<file path="config.mk">
export PLATFORM = sky130hd
export DESIGN_NAME = dmem_arbiter
export DESIGN_NICKNAME = d
export VERILOG_FILES = /design/src/rtl/dmem_arb_pkg.sv /design/src/rtl/dmem_arb_resp.sv /design/src/rtl/dmem_arbiter.sv
export SDC_FILE = /design/constraint.sdc
export NUM_CORES = 1
export LEC_CHECK = 0
export CORE_AREA = 2 2 118 120
export CTS_CLUSTER_DIAMETER = 100
export DETAILED_ROUTE_END_ITERATION = 6
export DIE_AREA = 0 0 120 122
export PLACE_DENSITY_LB_ADDON = 0.25
export RECOVER_POWER = 50
export SLEW_MARGIN = 15
export SYNTH_ARGS = -nofsm -noshare
export SYNTH_HDL_FRONTEND = slang
export SYNTH_SLANG_ARGS = --single-unit
</file>
<file path="constraint.sdc">
create_clock -name clk -period 4.2 [get_ports clk]
set_clock_uncertainty 0.15 [all_clocks]
set_input_delay 0.84 -clock clk [delete_from_list [all_inputs] [get_ports clk]]
set_output_delay 0.84 -clock clk [all_outputs]
set_load 0.05 [all_outputs]
</file>
<file path="src/rtl/dmem_arb_pkg.sv">
// -----------------------------------------------------------------------------
// dmem_arb_pkg
// Shared definitions for the data-memory arbiter:
//   - arb_state_t : lock-ownership state (ARB_IDLE, ARB_LOCK0, ARB_LOCK1)
//   - PORT0/PORT1 : port-index constants used for grant encoding
//   - addr_err()  : request address check (word alignment and range vs DEPTH)
// -----------------------------------------------------------------------------
package dmem_arb_pkg;

  typedef enum logic [1:0] {
    ARB_IDLE  = 2'd0,
    ARB_LOCK0 = 2'd1,
    ARB_LOCK1 = 2'd2
  } arb_state_t;

  localparam logic PORT0 = 1'b0;
  localparam logic PORT1 = 1'b1;

  // Callers zero-extend their byte address to this width so one function
  // serves any A_WIDTH up to 64 bits.
  localparam int unsigned ERR_ADDR_W = 64;

  // A request is in error when it is not word aligned or its word index falls
  // outside the memory.
  function automatic logic addr_err(input logic [ERR_ADDR_W-1:0] addr,
                                    input int unsigned          depth);
    return (addr[1:0] != 2'b00) || ((addr >> 2) >= ERR_ADDR_W'(depth));
  endfunction

endpackage

</file>
<file path="src/rtl/dmem_arb_resp.sv">
// -----------------------------------------------------------------------------
// dmem_arb_resp
// Per-port response register. Captures the outcome of an accepted request and
// presents it as a one-cycle pulse on the following cycle.
// Ports:
//   clk, rst            clock, synchronous active-high reset
//   load                request accepted on this port this cycle
//   load_rdata          read data to return (already 0 for writes/errors)
//   load_err            request was misaligned or out of range
//   resp_valid          one-cycle response pulse
//   resp_rdata          response read data, 0 when no response
//   resp_err            response error flag
// -----------------------------------------------------------------------------
module dmem_arb_resp
  import dmem_arb_pkg::*;
#(
  parameter int unsigned D_WIDTH = 32
) (
  input  logic               clk,
  input  logic               rst,
  input  logic               load,
  input  logic [D_WIDTH-1:0] load_rdata,
  input  logic               load_err,
  output logic               resp_valid,
  output logic [D_WIDTH-1:0] resp_rdata,
  output logic               resp_err
);

  logic               valid_q;
  logic [D_WIDTH-1:0] rdata_q;
  logic               err_q;

  // NOTE: non-blocking assignments in clocked blocks so every register samples
  // the pre-edge value of its inputs, independent of statement order.
  always_ff @(posedge clk) begin
    if (rst) begin
      valid_q <= 1'b0;
      rdata_q <= '0;
      err_q   <= 1'b0;
    end else begin
      valid_q <= load;
      rdata_q <= load ? load_rdata : '0;
      err_q   <= load & load_err;
    end
  end

  // A response captured just before reset asserts must not escape while reset
  // is high, so the outputs are masked by rst as well as cleared at the edge.
  assign resp_valid = valid_q & ~rst;
  assign resp_rdata = rst ? '0 : rdata_q;
  assign resp_err   = err_q & ~rst;

endmodule

</file>
<file path="src/rtl/dmem_arbiter.sv">
// -----------------------------------------------------------------------------
// dmem_arbiter
// Shares a single-port data memory between the core load/store path (port 0)
// and a secondary master (port 1). One access per cycle, registered response
// one cycle after accept, error on misaligned / out-of-range addresses, and a
// lock that reserves the memory for one master across a read-modify-write.
//
// Build option: define DMEM_ARB_RR_EN for round-robin on contention in IDLE;
// otherwise port 0 has fixed priority.
//
// Ports:
//   clk, rst                     clock, synchronous active-high reset
//   pN_req_valid/ready           request handshake (N = 0, 1)
//   pN_req_we/lock/addr/wdata    request: write, keep-lock, byte addr, data
//   pN_resp_valid/rdata/err      one-cycle response pulse
//   mem_we/addr/wdata            memory write enable, word index, write data
//   mem_rdata                    combinational memory read data
//   lock_timeout                 pulse when an idle lock is forcibly released
// -----------------------------------------------------------------------------
module dmem_arbiter
  import dmem_arb_pkg::*;
#(
  parameter int unsigned D_WIDTH  = 32,
  parameter int unsigned A_WIDTH  = 32,
  parameter int unsigned DEPTH    = 32,
  parameter int unsigned LOCK_MAX = 16
) (
  input  logic               clk,
  input  logic               rst,
  input  logic               p0_req_valid,
  output logic               p0_req_ready,
  input  logic               p0_req_we,
  input  logic               p0_req_lock,
  input  logic [A_WIDTH-1:0] p0_req_addr,
  input  logic [D_WIDTH-1:0] p0_req_wdata,
  output logic               p0_resp_valid,
  output logic [D_WIDTH-1:0] p0_resp_rdata,
  output logic               p0_resp_err,
  input  logic               p1_req_valid,
  output logic               p1_req_ready,
  input  logic               p1_req_we,
  input  logic               p1_req_lock,
  input  logic [A_WIDTH-1:0] p1_req_addr,
  input  logic [D_WIDTH-1:0] p1_req_wdata,
  output logic               p1_resp_valid,
  output logic [D_WIDTH-1:0] p1_resp_rdata,
  output logic               p1_resp_err,
  output logic               mem_we,
  output logic [A_WIDTH-1:0] mem_addr,
  output logic [D_WIDTH-1:0] mem_wdata,
  input  logic [D_WIDTH-1:0] mem_rdata,
  output logic               lock_timeout
);

  localparam int unsigned CNT_W = $clog2(LOCK_MAX + 1);

  arb_state_t         state_q, state_d;
  logic [CNT_W-1:0]   idle_cnt_q, idle_cnt_d;
  logic               timeout_hit;
  logic               lock_timeout_q;

  logic               elig0, elig1;
  logic               want0, want1;
  logic               contend, contend_pick;
  logic               grant;
  logic               accept;

  logic               sel_we, sel_lock, sel_err;
  logic [A_WIDTH-1:0] sel_addr;
  logic [D_WIDTH-1:0] sel_wdata;
  logic [D_WIDTH-1:0] rd_capture;

  // ---------------------------------------------------------------- grant
  assign elig0   = (state_q == ARB_IDLE) || (state_q == ARB_LOCK0);
  assign elig1   = (state_q == ARB_IDLE) || (state_q == ARB_LOCK1);
  assign want0   = p0_req_valid & elig0;
  assign want1   = p1_req_valid & elig1;
  assign contend = want0 & want1;

`ifdef DMEM_ARB_RR_EN
  // Remembers the port granted on the last contended accept; resets to port 1
  // so port 0 wins the first conflict.
  logic last_grant_q;

  always_ff @(posedge clk) begin
    if (rst) begin
      last_grant_q <= PORT1;
    end else if (accept && contend) begin
      last_grant_q <= grant;
    end
  end

  assign contend_pick = ~last_grant_q;
`else
  assign contend_pick = PORT0;
`endif

  assign grant  = contend ? contend_pick : (want0 ? PORT0 : PORT1);
  // Nothing is accepted while reset is high, so a write presented in a reset
  // cycle never reaches the memory.
  assign accept = (want0 | want1) & ~rst;

  assign p0_req_ready = accept & (grant == PORT0);
  assign p1_req_ready = accept & (grant == PORT1);

  // ---------------------------------------------------------- request mux
  // NOTE: every always_comb output gets a value before any branch, so no path
  // leaves a signal unassigned and no latch is inferred.
  always_comb begin
    sel_we    = p0_req_we;
    sel_lock  = p0_req_lock;
    sel_addr  = p0_req_addr;
    sel_wdata = p0_req_wdata;
    if (grant == PORT1) begin
      sel_we    = p1_req_we;
      sel_lock  = p1_req_lock;
      sel_addr  = p1_req_addr;
      sel_wdata = p1_req_wdata;
    end
  end

  assign sel_err = addr_err(ERR_ADDR_W'(sel_addr), DEPTH);

  // Memory side is only driven for a valid, non-error accept; otherwise held 0.
  assign mem_we    = accept & sel_we & ~sel_err;
  assign mem_addr  = (accept && !sel_err) ? (sel_addr >> 2) : '0;
  assign mem_wdata = (accept && !sel_err) ? sel_wdata : '0;

  assign rd_capture = (sel_we || sel_err) ? '0 : mem_rdata;

  // ------------------------------------------------------ lock state machine
  always_comb begin
    state_d     = state_q;
    idle_cnt_d  = '0;
    timeout_hit = 1'b0;
    if (accept) begin
      // While locked only the owner is eligible, so any accept here is an
      // owner request; it clears the counter even on the timeout cycle.
      if (sel_lock) begin
        state_d = (grant == PORT1) ? ARB_LOCK1 : ARB_LOCK0;
      end else begin
        state_d = ARB_IDLE;
      end
    end else if (state_q != ARB_IDLE) begin
      if (idle_cnt_q == CNT_W'(LOCK_MAX - 1)) begin
        timeout_hit = 1'b1;
        state_d     = ARB_IDLE;
      end else begin
        idle_cnt_d = idle_cnt_q + 1'b1;
      end
    end
  end

  always_ff @(posedge clk) begin
    if (rst) begin
      state_q        <= ARB_IDLE;
      idle_cnt_q     <= '0;
      lock_timeout_q <= 1'b0;
    end else begin
      state_q        <= state_d;
      idle_cnt_q     <= idle_cnt_d;
      lock_timeout_q <= timeout_hit;
    end
  end

  // Pulses in the first cycle back in IDLE after a forced release.
  assign lock_timeout = lock_timeout_q & ~rst;

  // ---------------------------------------------------------- responses
  dmem_arb_resp #(.D_WIDTH(D_WIDTH)) u_resp0 (
    .clk        (clk),
    .rst        (rst),
    .load       (p0_req_ready),
    .load_rdata (rd_capture),
    .load_err   (sel_err),
    .resp_valid (p0_resp_valid),
    .resp_rdata (p0_resp_rdata),
    .resp_err   (p0_resp_err)
  );

  dmem_arb_resp #(.D_WIDTH(D_WIDTH)) u_resp1 (
    .clk        (clk),
    .rst        (rst),
    .load       (p1_req_ready),
    .load_rdata (rd_capture),
    .load_err   (sel_err),
    .resp_valid (p1_resp_valid),
    .resp_rdata (p1_resp_rdata),
    .resp_err   (p1_resp_err)
  );

endmodule

</file>
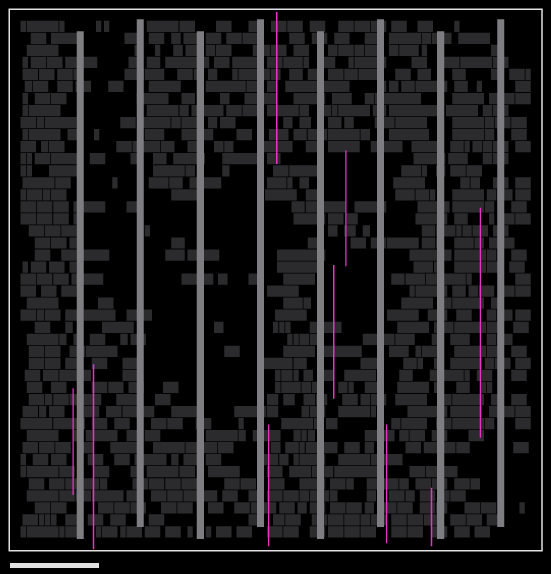
layer_met4.png
Scale bar: 20 um. Supply wires on this layer in gray.
The layer carries 273 um of wire. 8 nets have wire on it. The longest straight run is 51.7 um. The wires run mostly vertical. The layer holds 1.9% of the routed length.

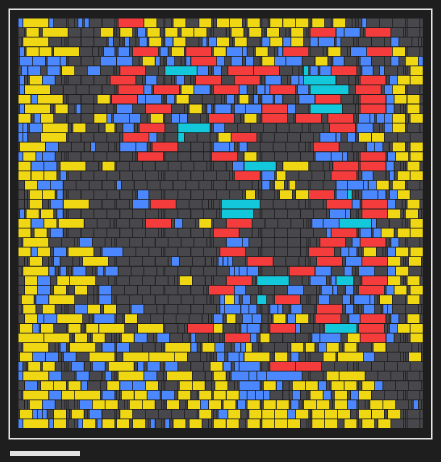
placement_by_type.png
Scale bar: 20 um. Fill, decap, tap and diode cells in gray.
other buffers and delay cells: shown in yellow, cells 288. combinational and other logic: shown in blue, cells 325. clock drivers and dummy loads: shown in cyan, cells 16. flops: shown in red, cells 76.

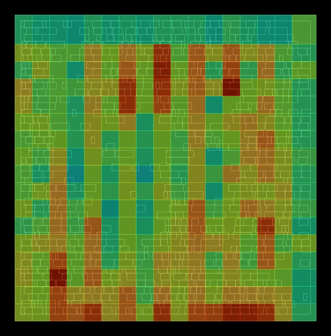
congestion.png
GR peak layer: met2
routing usage on met3: 0.05712
final design utilization: 0.5724

## worst reg2reg max path: stages, from the launching register on
cell and delay (ns):
dfxtp_1 0.41, nand2b_1 0.25, nor3_4 0.08, buf_12 0.14, o21ai_4 0.70, buf_4 0.68, and2_1 0.25
## worst max path at each step
| stage | from | to | slack (ns) | cells after the start |
|---|---|---|---|---|
| 2_1_floorplan | p0_req_addr[8] | mem_wdata[10] | 0.15 | 6 |
| 3_3_place_gp | p0_req_valid | mem_addr[0] | 0.14 | 7 |
| 3_5_place_dp | p0_req_addr[11] | mem_we | 0.12 | 7 |
| 4_1_cts | p0_req_addr[11] | mem_we | 0.11 | 7 |
| 5_1_grt | p0_req_valid | mem_addr[0] | -0.06 | 8 |
| 6_report | p0_req_addr[11] | mem_wdata[21] | 0.03 | 7 |
## cell families (layout without fill, tap and decap cells)
group,after synthesis,count (layout),synth area share
other,1,27,0.0009194
and+or+nand+nor,212,212,0.3745
xor gates and xnor gates,2,2,0.004295
muxes,38,38,0.09325
DFF,76,76,0.3730
buffers and inverters,106,340,0.1344
AOI/OAI and AO/OA,7,8,0.01350
adders and majority gates,2,2,0.006134
## cell usage after synthesis (4+ instances only)
cell type / n / area [sq um]
buf_4: 31 / 232.7
nor2b_1: 71 / 444.2
buf_6: 4 / 45.04
nor2_1: 9 / 33.78
nor4_2: 31 / 387.9
nor4b_1: 32 / 280.3
inv_1: 36 / 135.1
clkbuf_1: 30 / 112.6
dfxtp_1: 76 / 1521
nor3_1: 41 / 205.2
mux2i_1: 38 / 380.4
nor4_1: 11 / 68.82
## layout by cell type (no fill, tap or decap), types with 3 or more instances in the layout
master,count
nor3_2,17
clkbuf_16,9
dfxtp_1,76
nor3_4,3
nor4b_1,32
conb_1,27
nor3_1,22
nor4_2,31
mux2i_1,38
nor2b_1,70
nor4_1,11
buf_12,41
inv_1,36
clkdlybuf4s50_1,234
buf_4,10
nor2_1,8
## layout make-up
type | count | area, sq um | area share
clock buffer | 12 | 246.5 | 0.03189
tap | 180 | 225.2 | 0.02914
clock inverter | 4 | 72.57 | 0.009388
timing repair buffer | 288 | 3258 | 0.4215
inverter | 36 | 135.1 | 0.01748
sequential | 76 | 1521 | 0.1968
multi-input combinational | 289 | 2271 | 0.2938
## layer usage
layer	up-vias	routed length [um]
li1	1981	-
met2	184	7212
met4	0	273
met3	22	1102
met1	1922	5761
met5	-	0
## registers in the layout, indices dropped and copies added (netlist names)
signal	flops
u_resp1.rdata_q	32
u_resp0.err_q	1
u_resp0.rdata_q	32
idle_cnt_q	5
lock_timeout_q	1
u_resp1.valid_q	1
u_resp0.valid_q	1
u_resp1.err_q	1
state_q	2
## timing repair
action / in CTS / in global routing
setup buffers: 0 / 1
gates resized: 0 / 24
endpoints found under the setup margin: 0 / 38
## per-stage QoR
step | hold WS, ns | power (W) | worst slack (ns)
global placement | 0.2781 | 0.001104 | 0.1413
CTS | 0.3017 | 0.001929 | 0.1083
floorplan | 0.2679 | 0.0009320 | 0.1519
finish | 0.2960 | 0.001911 | 0.02870
detailed placement | 0.2887 | 0.001106 | 0.1184
global route | 0.3276 | 0.001981 | -0.06024
==> GITHUB_STEP_SUMMARY <==
### Yosys + OpenROAD results

| Metric | Value |
|---|---|
| Fmax | 239.7 MHz |
| Least-Margin Pin Slew | 0.9011 ns |
| Post-Syn Area | 0.004079 sq mm |
| Register share after synthesis | 0.3730 |
| CP Capture Type | primary output |
| Worst EP arrival | 3.18 ns |
| Flop-to-flop setup slack | 1.49 ns |
| CTS tree | done |
| Post-route design area | 0.007730 sq mm |
| Relative slew margins | 0.3970 |
| Die Ht | 122 um |
| Placed cells | 867 |
| Clock Tree Buf Depth | 2 |
| Synth warn | 0 |
| Max-Cap Viols | 0 |
| Core Area | 0.01350 sq mm |
| Fp_density | 0.3020 |
| Ant. Diodes | 0 |
| # rows | 43 |
| Hold_sp | idle_cnt_q[0]$_SDFF_PP0_ |
| Final setup viols | 0 |
| Dominant flop cell | dfxtp_1 |
| Number of flops mapped to enable cells by yosys | 0 |
| Mean number of vias per cell | 4.643 |
| CP Class | input pin to primary output |
| Hold path depth | 1 |
| WL final | 14.35 mm |
| Cts hold-fix bufs | 0 |
| Clock Power Share | 0.426 |
| # IOs | 304 |
| Status | finished clean |
| Cell Int Power | 0.001446 W |
| Iteration count of the initial detailed-routing pass | 4 |
| Combinational power | 0.000371 W |
| NetSw | 0.0004656 W |
| Max-slew violations | 0 |
| Residual DRC | 0 |
| Initial antenna violation count | 0 |
| Avg Inst Size Synth | 9.187 sq um |
| Post-DR wirelength/cell | 16.21 um |
| Count of input and output buffers | 276 |
| Vias | 4109 |
| Clock period minus worst slack | 4.171 ns |
| Detail Route Antenna Nets | 0 |
| Final net count | 870 |
| Hold Path Class | flip-flop to flip-flop |
| Buffers & Inverters on Critical Path | 2 |
| Sequential Power | 0.000727 W |
| M1 GR Usage | 0.2159 |
| First-pass GRT wire length | 21.09 mm |
| Die Area | 0.01464 sq mm |
| Startpoint Class | input pin |
| CTS clk-pin slew, worst paths | 0.05 ns |
| Distinct lib cells | 34 |
| Reg2Reg Launch Point | state_q[1]$_SDFFE_PP0P_ |
| Final Hold Vio Count | 0 |
| Share of layout cells above drive strength 1 | 0.1759 |
| Max rail drop VDD | 0.0001976 V |
| RSZ-0062 raised after global routing | yes |
| Crit path cell chain | clkdlybuf4s50_1 -> nor4_1 -> nand2_1 -> o41ai_4 -> o21ai_4 -> nor3_1 -> buf_12 |
| Largest net degree at the start of global routing | 52 |
| H-tree depth | 3 |
| FF-to-FF path depth | 6 |
| P&R area growth vs syn | 89.51% |
| Combinational share of power | 0.194 |
| Leak Pwr | 2.853 nW |
| Latency at later pin | 0.32 ns |
| TritonCTS buffer count | 9 |
| DR iter-0 viols | 280 |
| HPWL Detailed | 10.73 mm |
| Power per cell area | 247.2 mW/mm^2 |
| Sequential share of power | 0.380 |
| Post-Layout Cell Count | 885 |
| Die width | 120 um |
| Met2 Resource Use GR | 0.3228 |
| # Cells Yosys | 444 |
| Mapped Cells | 444 |
| CTS sink cnt | 76 |
| Flops after synth | 76 |
| Hold Crit Endpoint | idle_cnt_q[0]$_SDFF_PP0_ |
| Vias in the first global route | 4096 |
| Slowest-stage cell, CP | o41ai_4 |
| TNS Setup | 0 ns |
| RR Endpoint | u_resp1.err_q$_SDFF_PP0_ |
| Worst path top cell family by delay | simple AND/OR/NAND/NOR gates |
No activity file was given, so power comes from the tool's default toggle rates.
